m1.png
Cells faint in the background.
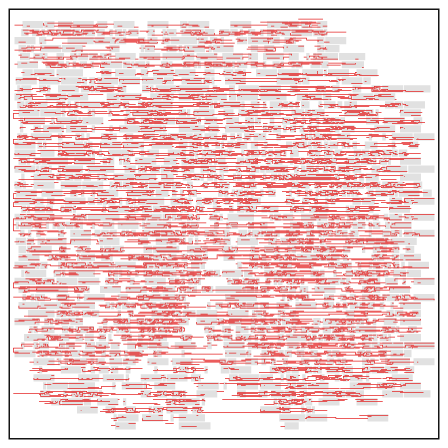
m2.png
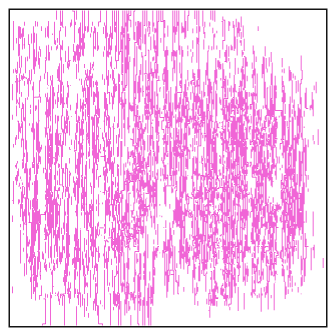
Design ex_mul_sequencer, sky130hd; sources not shown.
==> run notes <==
Results of the full flow below.

Critical path:
- The run gives the worst stage delay on the critical path as 0.50 ns.
- The timing report shows the most common cell along the critical path to be o31a_1.
- The run gives the startpoint-to-endpoint class of the critical path as flip-flop to flip-flop.
- The run puts the endpoint required time on the critical path at 10.56 ns.
- The worst setup path is captured at a flip-flop.
- The run puts the highest fanout seen on the critical path at 4.
- Broken down by cell family, the worst path's largest delay share belongs to AND-OR/OR-AND gates.
- Data arrives at the worst endpoint at approximately 4.4 ns.
- The timing report lists the critical path depth as 14 cells.

Logic synthesis:
- Of the synthesized area, sequential elements account for 33.11%.
- The run puts the yosys-reported design area after synthesis at around 0.012 mm2.
- Counting distinct cell types in the post-synthesis netlist gives 81.
- The mapped netlist covers 0.01227 mm2.
- The run gives the synthesized netlist cell count as 1,517.

Final timing:
- For the final routed database, the setup TNS stands at 0 ns.
- For reference, the final report shows the max-slew violation count at 0.
- Per the finish-stage timing summary, setup violations number 0.

Cells and area:
- By instance count after routing, the leading logic cell types are nor2_1 (269), dfxtp_1 (202), a21oi_1 (123).
- Per the final layout report, the fraction of cells sized above drive strength 1 comes to 7.021%.

Placed design:
- After legalization and detailed placement, the total HPWL measured between 20,000 and 30,000 um.
- Prior to clock tree synthesis, the placed netlist has a worst setup slack of ~6.3 ns.

Drt:
- The run puts the total iterations of the first detailed-routing run at 8.
- The run gives the DRC violation count after routing as 1.
- The run gives the routed length per instance as 20.34 um.

Clock tree:
- The run puts the depth of the CTS H-tree at 1.
- The run gives the CTS tree as built.
- The clock net in this run drives a total of between 200 and 250 sinks.
- The run gives the clock root buffer as clkbuf_16.
- The report lists the number of cells resized after CTS as 0.

Flow run:
- The run gives the number of warnings in the stage logs as 28.

Global routing:
- The run gives the first-pass GRT wire length as around 56,000 um.
- The number of antenna violations at the first check in global routing is 0.
- The run gives the leftover overflow at the end of global routing as 0.
- The run puts the pin count of the biggest net entering global routing at between 150 and 200.

Run status:
- The final reports fail on DRC.
- The run finished, with violations left.

Power:
- The run puts the cell area power density at 131.2 mW/mm2.

Floorplan:
- The run gives the core area as 0.01978 mm2.
- The run puts the vertical die dimension at 145.0 um.
- The run gives the number of ports placed on the die boundary as 112.
- The run gives the floorplan core density as between 60% and 70%.
-- m1.png (at the start) --
The layer holds 42% of the routed length. The longest straight run is 33.6 um. 1,533 nets have wire on it. The layer carries 14,800 um of wire.
post-detailed-routing wire length: 35,220 um
routed vias: 11,540
Global Route met1 Usage: 42.97%

-- m2.png (at the start) --
The wires run mostly vertical. The longest straight run is 61.5 um. The layer carries 15,500 um of wire. The layer holds 44% of the routed length.
global routing met2 resource utilization: 51.23%

final cells by class:
type	count	area, um2	share of cell area (%)
clock buffers	31	655.6	4.977
clock inverters	9	201.4	1.529
well taps	265	331.6	2.517
inverters	14	52.55	0.3989
multi-input cells	1198	7776	59.03
flip-flops and latches	203	4065	30.86
repair buffers	12	90.09	0.6839
power by group:
part	internal, mW	switching (mW)
Clock	0.579	0.339
Sequential	0.794	0.000844
Combinational	0.00706	0.00938
worst min-delay path: cells and delay by family (launching register included):
family | cells | cell delay, ns
AND/OR/NAND/NOR | 1 | 0.06
AND-OR/OR-AND | 1 | 0.05
flip-flops | 1 | 0.32
per-stage QoR:
step | total power, mW | cells
after floorplan | 0.8344 | 1517
after global placement | 0.8282 | 1691
after detailed placement | 0.8288 | 1692
after CTS | 1.741 | 1732
after global routing | 1.773 | 1732
final | 1.728 | 1732
metal layers:
layer  GRT usage (%)  routed length, um  share of wire, %  vias to the layer above
met3           6.415               3198               9.1                      128
met4           14.15               1660               4.7                        0
li1                -                  -                 -                     5489
met5               0                  0                 0                        -
met1           42.97              14820                42                     5353
met2           51.23              15540                44                      565
logic make-up (layout without fill, tap and decap cells):
| kind of cell | after synthesis | count (layout) | share of synthesized area [%] |
|---|---|---|---|
| simple gates | 528 | 528 | 19.15 |
| fa+ha+maj | 66 | 66 | 6.789 |
| buf+inv | 116 | 66 | 3.823 |
| flops | 203 | 203 | 33.11 |
| xor+xnor | 56 | 56 | 3.996 |
| mux | 82 | 82 | 6.860 |
| compound gates | 466 | 466 | 26.27 |
cell usage after synthesis, types with 5 or more instances:
cell type,count,area (um2)
a21boi_0,6,45.04
nand3_1,26,130.1
o21a_1,12,90.09
nand2b_1,7,43.79
xor2_1,21,183.9
mux2i_1,65,650.6
o21ai_0,41,205.2
a211oi_1,71,533.0
nand2_1,103,386.6
nor4_1,9,56.30
buf_1,12,45.04
and3_1,8,50.05
nor3_1,35,175.2
mux2_2,17,191.4
dfxtp_1,203,4064
a21oi_1,123,615.6
a222oi_1,18,180.2
ha_1,65,813.3
a31oi_1,11,68.82
a2bb2oi_1,5,43.79
xnor2_1,35,306.5
o31ai_1,8,60.06
buf_2,9,45.04
inv_1,13,48.80
a22o_1,33,289.0
o21bai_1,9,67.56
a22oi_1,40,300.3
o211ai_1,12,90.09
nor2_1,271,1017
clkbuf_1,76,285.3
nand4_1,31,193.9
o21ai_1,14,70.07
a21o_1,18,135.1
Power is estimated from default activity; no workload was simulated.
